Cells coloured by class:
Scale: 2 px per um. Fill, decap, tap and diode cells in grey.
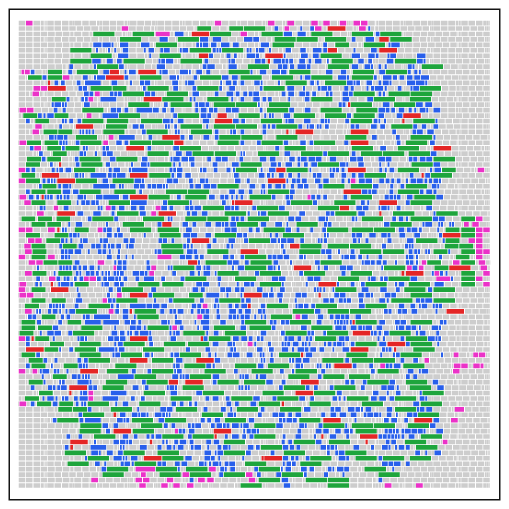
PDN straps and rails:
Scale: 1.5 px per um. Pins as bars on the die edge.
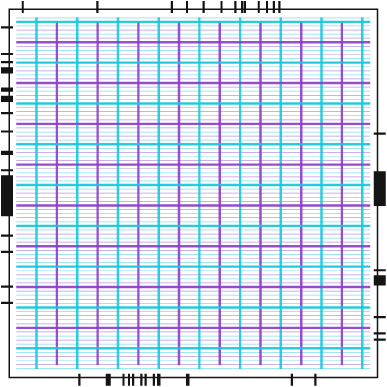
Sequential cells coloured by netlist name:
Scale: 2 px per um.
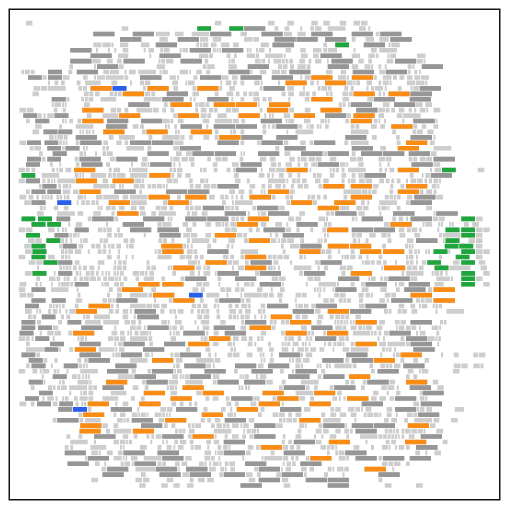
Clock distribution:
Scale: 2 px per um.
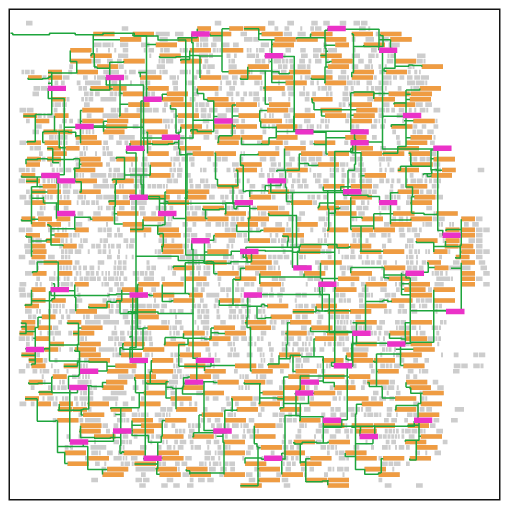
$ cat src/rtl/any1_pit_mc.sv
`timescale 1ns / 1ps
// ---------------------------------------------------------------------------
// any1_pit_mc -- multi-channel programmable interval timer for the ANY-1 bus
//
// NCH identical CW-bit down-counters. Each channel has a maxcount reload
// value, an ontime compare point that drives its out pin high, and a control
// register. The channels share a sync register that loads and starts several
// channels in the same cycle, plus latched interrupt status and enable bits.
//
// Optional build macro: ANY1_PIT_PRESCALE_EN
//   defined   -> control[31:16] is a per-channel prescale value P; count
//                decrements once every P+1 ticks
//   undefined -> control[31:16] reads 0; every tick decrements count
//
// Ports:
//   clk_i, rst_i     system clock, synchronous active-high reset
//   cs_i/cyc_i/stb_i block select, bus cycle, bus strobe
//   ack_o            bus acknowledge (writes same cycle, reads next cycle)
//   sel_i[3:0]       byte lane selects for writes
//   we_i             write enable
//   adr_i[7:0]       byte address
//   dat_i[31:0]      write data
//   dat_o[31:0]      registered read data, valid with ack_o
//   clk_x[NCH-1:0]   external count clocks (asynchronous)
//   gate[NCH-1:0]    gate inputs (asynchronous)
//   out[NCH-1:0]     timer outputs
//   irq_o            OR of (irq_stat & irq_en)
// ---------------------------------------------------------------------------
module any1_pit_mc #(
  parameter int NCH = 4,
  parameter int CW  = 32
) (
  input  logic           clk_i,
  input  logic           rst_i,
  input  logic           cs_i,
  input  logic           cyc_i,
  input  logic           stb_i,
  output logic           ack_o,
  input  logic [3:0]     sel_i,
  input  logic           we_i,
  input  logic [7:0]     adr_i,
  input  logic [31:0]    dat_i,
  output logic [31:0]    dat_o,
  input  logic [NCH-1:0] clk_x,
  input  logic [NCH-1:0] gate,
  output logic [NCH-1:0] out,
  output logic           irq_o
);

  logic cs, wr, rd_ack_q;
  logic sync_hit, stat_hit, en_hit;
  logic [31:0] rdata;

  logic [CW-1:0]  count_q  [NCH];
  logic [CW-1:0]  maxc_q   [NCH];
  logic [CW-1:0]  ontime_q [NCH];
  logic [NCH-1:0] ce_q, ar_q, xc_q, ge_q, rt_q;
  logic [NCH-1:0] irq_stat_q, irq_en_q;

  logic [NCH-1:0] x_s1, x_s2, x_s3, g_s1, g_s2, g_s3;
  logic [NCH-1:0] x_rise, g_rise;

  logic [NCH-1:0] ch_hit, wr_max, wr_on, wr_ctl;
  logic [NCH-1:0] ld_pulse, ce_set, reload, tick, step, term, irq_clr;

`ifdef ANY1_PIT_PRESCALE_EN
  logic [15:0] psc_val_q [NCH];
  logic [15:0] psc_cnt_q [NCH];
  logic [15:0] psc_next  [NCH];
`endif

  // Replace only the byte lanes selected by sel_i
  function automatic logic [31:0] merge_bytes(input logic [31:0] old_v,
                                              input logic [31:0] new_v,
                                              input logic [3:0]  sel);
    logic [31:0] r;
    for (int b = 0; b < 4; b++)
      r[b*8 +: 8] = sel[b] ? new_v[b*8 +: 8] : old_v[b*8 +: 8];
    return r;
  endfunction

  assign cs     = cs_i & cyc_i & stb_i;
  assign wr     = cs & we_i;
  // Reads wait one cycle for the registered dat_o; writes complete at once
  assign ack_o  = cs & (we_i | rd_ack_q);
  assign irq_o  = |(irq_stat_q & irq_en_q);
  assign x_rise = x_s2 & ~x_s3;
  assign g_rise = g_s2 & ~g_s3;

  assign sync_hit = (adr_i == 8'h80);
  assign stat_hit = (adr_i == 8'h84);
  assign en_hit   = (adr_i == 8'h88);

  // Address decode, write strobes, per-channel tick/reload qualification and
  // the read mux. A terminal count (term) is only taken when no reload is
  // competing, since reload has the highest priority.
  always_comb begin
    rdata   = '0;
    irq_clr = (wr & stat_hit & sel_i[0]) ? dat_i[NCH-1:0] : '0;
    for (int n = 0; n < NCH; n++) begin
      ch_hit[n]   = ~adr_i[7] & (adr_i[6:4] == 3'(n)) & (adr_i[1:0] == 2'b00);
      wr_max[n]   = wr & ch_hit[n] & (adr_i[3:2] == 2'd1);
      wr_on[n]    = wr & ch_hit[n] & (adr_i[3:2] == 2'd2);
      wr_ctl[n]   = wr & ch_hit[n] & (adr_i[3:2] == 2'd3);
      ld_pulse[n] = (wr_ctl[n] & sel_i[0] & dat_i[0]) |
                    (wr & sync_hit & sel_i[0] & dat_i[n]);
      ce_set[n]   = wr & sync_hit & sel_i[1] & dat_i[8+n];
      tick[n]     = ce_q[n] & (xc_q[n] ? x_rise[n] : 1'b1) &
                    (ge_q[n] ? g_s2[n] : 1'b1);
      reload[n]   = ld_pulse[n] | (rt_q[n] & g_rise[n]);
`ifdef ANY1_PIT_PRESCALE_EN
      // A prescale value written in the same cycle as ld is used right away
      psc_next[n] = psc_val_q[n];
      if (wr_ctl[n] & sel_i[2]) psc_next[n][7:0]  = dat_i[23:16];
      if (wr_ctl[n] & sel_i[3]) psc_next[n][15:8] = dat_i[31:24];
      step[n]     = tick[n] & (psc_cnt_q[n] == 16'd0);
`else
      step[n]     = tick[n];
`endif
      term[n]     = step[n] & ~reload[n] & (count_q[n] == '0);

      if (ch_hit[n]) begin
        case (adr_i[3:2])
          2'd0:    rdata = 32'(count_q[n]);
          2'd1:    rdata = 32'(maxc_q[n]);
          2'd2:    rdata = 32'(ontime_q[n]);
          default: rdata = {
`ifdef ANY1_PIT_PRESCALE_EN
                            psc_val_q[n],
`else
                            16'd0,
`endif
                            10'd0, rt_q[n], ge_q[n], xc_q[n], ar_q[n],
                            ce_q[n], 1'b0};
        endcase
      end
    end
    if (stat_hit) rdata = 32'(irq_stat_q);
    if (en_hit)   rdata = 32'(irq_en_q);
  end

  // Bus response, synchronisers, interrupt bits and the counter channels.
  // Within a channel the later assignments win: a control write overrides
  // the sync-register ce set, which overrides the one-shot ce clear.
  always_ff @(posedge clk_i) begin
    if (rst_i) begin
      rd_ack_q   <= 1'b0;
      dat_o      <= '0;
      out        <= '0;
      irq_stat_q <= '0;
      irq_en_q   <= '0;
      ce_q       <= '0;
      ar_q       <= '1;
      xc_q       <= '0;
      ge_q       <= '0;
      rt_q       <= '0;
      x_s1       <= '0;
      x_s2       <= '0;
      x_s3       <= '0;
      g_s1       <= '0;
      g_s2       <= '0;
      g_s3       <= '0;
      for (int n = 0; n < NCH; n++) begin
        count_q[n]  <= '0;
        maxc_q[n]   <= '0;
        ontime_q[n] <= '0;
`ifdef ANY1_PIT_PRESCALE_EN
        psc_val_q[n] <= '0;
        psc_cnt_q[n] <= '0;
`endif
      end
    end else begin
      rd_ack_q   <= cs & ~we_i;
      dat_o      <= (cs & ~we_i) ? rdata : '0;
      x_s1       <= clk_x;
      x_s2       <= x_s1;
      x_s3       <= x_s2;
      g_s1       <= gate;
      g_s2       <= g_s1;
      g_s3       <= g_s2;
      irq_stat_q <= (irq_stat_q & ~irq_clr) | term;
      if (wr & en_hit & sel_i[0]) irq_en_q <= dat_i[NCH-1:0];

      for (int n = 0; n < NCH; n++) begin
        if (wr_max[n]) maxc_q[n]   <= CW'(merge_bytes(32'(maxc_q[n]), dat_i, sel_i));
        if (wr_on[n])  ontime_q[n] <= CW'(merge_bytes(32'(ontime_q[n]), dat_i, sel_i));

        if (reload[n]) begin
          count_q[n] <= maxc_q[n];
        end else if (term[n]) begin
          out[n] <= 1'b0;
          if (ar_q[n]) count_q[n] <= maxc_q[n];
        end else if (step[n]) begin
          if (count_q[n] == ontime_q[n]) out[n] <= 1'b1;
          count_q[n] <= count_q[n] - CW'(1);
        end

`ifdef ANY1_PIT_PRESCALE_EN
        psc_val_q[n] <= psc_next[n];
        if (reload[n])
          psc_cnt_q[n] <= psc_next[n];
        else if (tick[n])
          psc_cnt_q[n] <= step[n] ? psc_next[n] : psc_cnt_q[n] - 16'd1;
`endif

        if (term[n] & ~ar_q[n]) ce_q[n] <= 1'b0;
        if (ce_set[n])          ce_q[n] <= 1'b1;
        if (wr_ctl[n] & sel_i[0]) begin
          ce_q[n] <= dat_i[1];
          ar_q[n] <= dat_i[2];
          xc_q[n] <= dat_i[3];
          ge_q[n] <= dat_i[4];
          rt_q[n] <= dat_i[5];
        end
      end
    end
  end

endmodule

$ cat config.mk
export PLATFORM = sky130hd
export DESIGN_NAME = any1_pit_mc
export DESIGN_NICKNAME = d
export VERILOG_FILES = /design/src/rtl/any1_pit_mc.sv
export SDC_FILE = /design/constraint.sdc
export NUM_CORES = 1
export LEC_CHECK = 0
export CAP_MARGIN = 25
export CORE_MARGIN = 4
export CORE_UTILIZATION = 46
export DETAILED_ROUTE_END_ITERATION = 8
export HOLD_SLACK_MARGIN = 0.12
export REMOVE_ABC_BUFFERS = 1
export SLEW_MARGIN = 20
export SYNTH_ARGS = -nofsm -noshare
export SYNTH_HDL_FRONTEND = slang
export SYNTH_SLANG_ARGS = --single-unit
$ cat constraint.sdc
create_clock -name clk_i -period 11.4 [get_ports clk_i]
set_input_delay 3.42 -clock clk_i [delete_from_list [all_inputs] [get_ports clk_i]]
set_output_delay 3.42 -clock clk_i [all_outputs]
set_load 0.01 [all_outputs]
==> flow_summary.json <==
{
  "status": "complete, no violations",
  "startpoint_type": "primary input",
  "fin_crit_ns": 8.26,
  "critPathTopFamily": "buffers and inverters",
  "drive_above_1_share": 0.0861,
  "yosysTopAreaCell": "edfxtp_1",
  "common_cells": "384 x edfxtp_1, 276 x nor2_1, 255 x and2_1",
  "cp_common_cell": "clkdlybuf4s50_1",
  "area_delta_synth_final_pct": 13.2,
  "ant_nets": 0,
  "htree_levels": 2,
  "dr_wl_met2_mm": 37.1,
  "grt_pass1_vias": 18800,
  "port_buffers": 95,
  "floorplan.core_util": 0.466,
  "power.internal_uw": 3110,
  "grt_max_degree": 113,
  "synth_seq_share": 0.517,
  "cts_setup_buffers": 0,
  "slew_headroom": 0.320,
  "seq_power_share": 0.486,
  "firstDrtPassIters": 6,
  "hold_violations": 0,
  "synth.most_common_cell": "edfxtp_1",
  "antenna_cells": 0,
  "final-setup-viol-count": 0,
  "path_clk_slew_ns": 0.06,
  "max_stage_delay_ns": 0.55,
  "crit_path_end_kind": "output port",
  "final_net_count": 2501,
  "crit_buf_inv": 2,
  "wl_met1_mm": 35.6,
  "insertion_delay_ns": 0.62,
  "viasPerCell": 6.04,
  "worst_path_max_delay_cell": "clkdlybuf4s50_1",
  "switchingPower_uw": 1020,
  "synth_area_mm2": 0.0257,
  "cts_hold_buf": 0,
  "wl_met3_mm": 6.50,
  "gr-total-overflow": 0,
  "synth.area.top_cells": "edfxtp_1 45%, xnor2_1 7.1%, dfxtp_1 6.9%",
  "reg2reg_from": "count_q[3][0]",
  "ys_cells": 2423,
  "combGateArea_mm2": 0.0117,
  "clockBufferDepth": 3,
  "hp-start": "x_s2[0]",
  "io_pins": 96,
  "cp-startpoint": "cyc_i",
  "wl_per_cell_um": 25.6,
  "chipArea_mm2": 0.0598,
  "dieWidth_um": 245,
  "tightest_slew_ns": 1.02,
  "pwr_density_cell_mw_per_mm2": 142,
  "ys_ff": 473,
  "antenna_found_initial": 2,
  "cts_made_buffers": 54,
  "rsz0062_at_grt": "no",
  "ys_chip_area_mm2": 0.0257,
  "ys_types": 63,
  "placed_cells": 3127,
  "track_usage": 0.271,
  "highest_layer": "met4",
  "post-dp-hpwl_mm": 57.8,
  "rows": 86,
  "synth-edff-count": 384,
  "power_uw": 4130,
  "fin_worst_skew_ns": 0.0254,
  "synthCells": 2423,
  "synth-main-ff-cell": "edfxtp_1",
  "peakVddDrop_uv": 141,
  "crit_path_cell_trace": "clkdlybuf4s50_1, nand3_1, nor2_1, clkdlybuf4s50_1",
  "top_area_frac": 0.448,
  "die-height_um": 245,
  "via_count": 19500,
  "hold_class": "register to register",
  "crit_type": "primary input to output port",
  "period_used_share": 0.724,
  "coreArea_mm2": 0.0552,
  "synthArstFlopShare": 0,
  "crit_arrival_ns": 4.84,
  "cts-resized-gates": 0,
  "max_freq_mhz": 121
}
-- 'cells coloured by class' (at the start) --
class	colour	cells
all other logic	blue	1,771
clock drivers and dummy loads	red	102
other buffers and delay cells	magenta	139
flip-flops	green	473

-- 'PDN straps and rails' (at the start) --
net	colour
VDD	purple
VSS	cyan
signal pins	96
rows	86

-- 'sequential cells coloured by netlist name' (at the start) --
name in the netlist	colour	placed flops
`out`	blue	4
`ontime_q`	orange	128
`dat_o`	green	32
not coloured	309
sequential power: 2010 uW
fin util: 0.528
FF/Latch Area: 0.0133 mm^2

-- 'clock distribution' (at the start) --
[clock wires] green | length: 6,640 um
[cells driving clock nets] magenta | count: 54
[flip-flops] orange | count: 473
routed clock nets	55

[registers in the layout (all words and copies together), names as in the netlist, 32 cells and up]
| register | cells |
|---|---|
| ontime_q | 128 |
| dat_o | 32 |
| maxc_q | 128 |
| count_q | 128 |
[worst min-delay path, cell delays in order (launching register included)]
cell	delay (ns)
dfxtp_1	0.30
inv_1	0.06
nor2_1	0.04
[placed cells by master, fill, tap and decap left out, types with 13 or more instances in the layout]
master,Yosys,layout
o21ai_0,42,42
clkbuf_1,150,19
and2_1,255,255
clkbuf_16,0,59
mux2i_1,119,119
nor2_1,276,267
nor4_1,46,44
buf_4,3,38
nor3_1,66,66
edfxtp_1,384,384
xnor2_1,208,208
clkdlybuf4s50_1,0,91
a22oi_1,14,14
o22ai_1,15,15
nand4_1,39,39
inv_1,20,20
nand2_1,151,151
or4_1,15,15
a211oi_2,31,31
a211oi_1,104,104
o2bb2ai_1,42,42
mux4_2,20,20
xor2_1,33,33
a21oi_1,90,90
nand3_1,34,33
or3_1,21,21
clkbuf_8,0,13
dfxtp_1,89,89
nor2b_1,28,27
[stage by stage]
| step | worst slack (ns) | instance area, um^2 |
|---|---|---|
| final | 3.14 | 29100 |
| after global routing | 3.06 | 29100 |
| after CTS | 3.16 | 29100 |
| after detailed placement | 3.17 | 27300 |
| after global placement | 3.17 | 27300 |
| after floorplan | 1.86 | 25000 |
[power groups by stage]
stage / clock, uW / sequential (uW) / combinational, uW
2_1_floorplan: 0 / 2020 / 191
3_3_place_gp: 0 / 2040 / 360
3_5_place_dp: 0 / 2040 / 362
4_1_cts: 1780 / 2010 / 364
5_1_grt: 1850 / 2020 / 390
6_report: 1760 / 2010 / 369
[kinds of logic after synthesis]
family / after synthesis / synth area share
simple gates: 975 / 0.194
flops: 473 / 0.517
compound gates: 389 / 0.109
xor+xnor: 241 / 0.0820
buf+inv: 201 / 0.0318
mux: 139 / 0.0638
fa+ha+maj: 5 / 0.00233
[worst paths after layout]
path / endpoint / slack (ns) / depth (start not counted)
setup / recovery: ack_o / 3.14 / 4
hold / removal: x_s3[0] / 0.43 / 2
setup reg to reg: count_q[3][8] / 7.15 / 8
hold reg to reg: x_s3[0] / 0.43 / 2
[final cells by class]
type / instances / area share
flip-flops and latches: 473 / 0.457
multi-input cells: 1749 / 0.401
clock buffers: 90 / 0.0588
repair buffers: 139 / 0.0454
well taps: 748 / 0.0321
inverters: 22 / 0.00283
clock inverters: 12 / 0.00262
[routing by layer]
layer,up-vias,track usage
li1,8805,-
met3,146,0.0419
met5,-,0
met4,0,0.107
met2,892,0.417
met1,9678,0.387
Power and IR drop assume default switching activity.
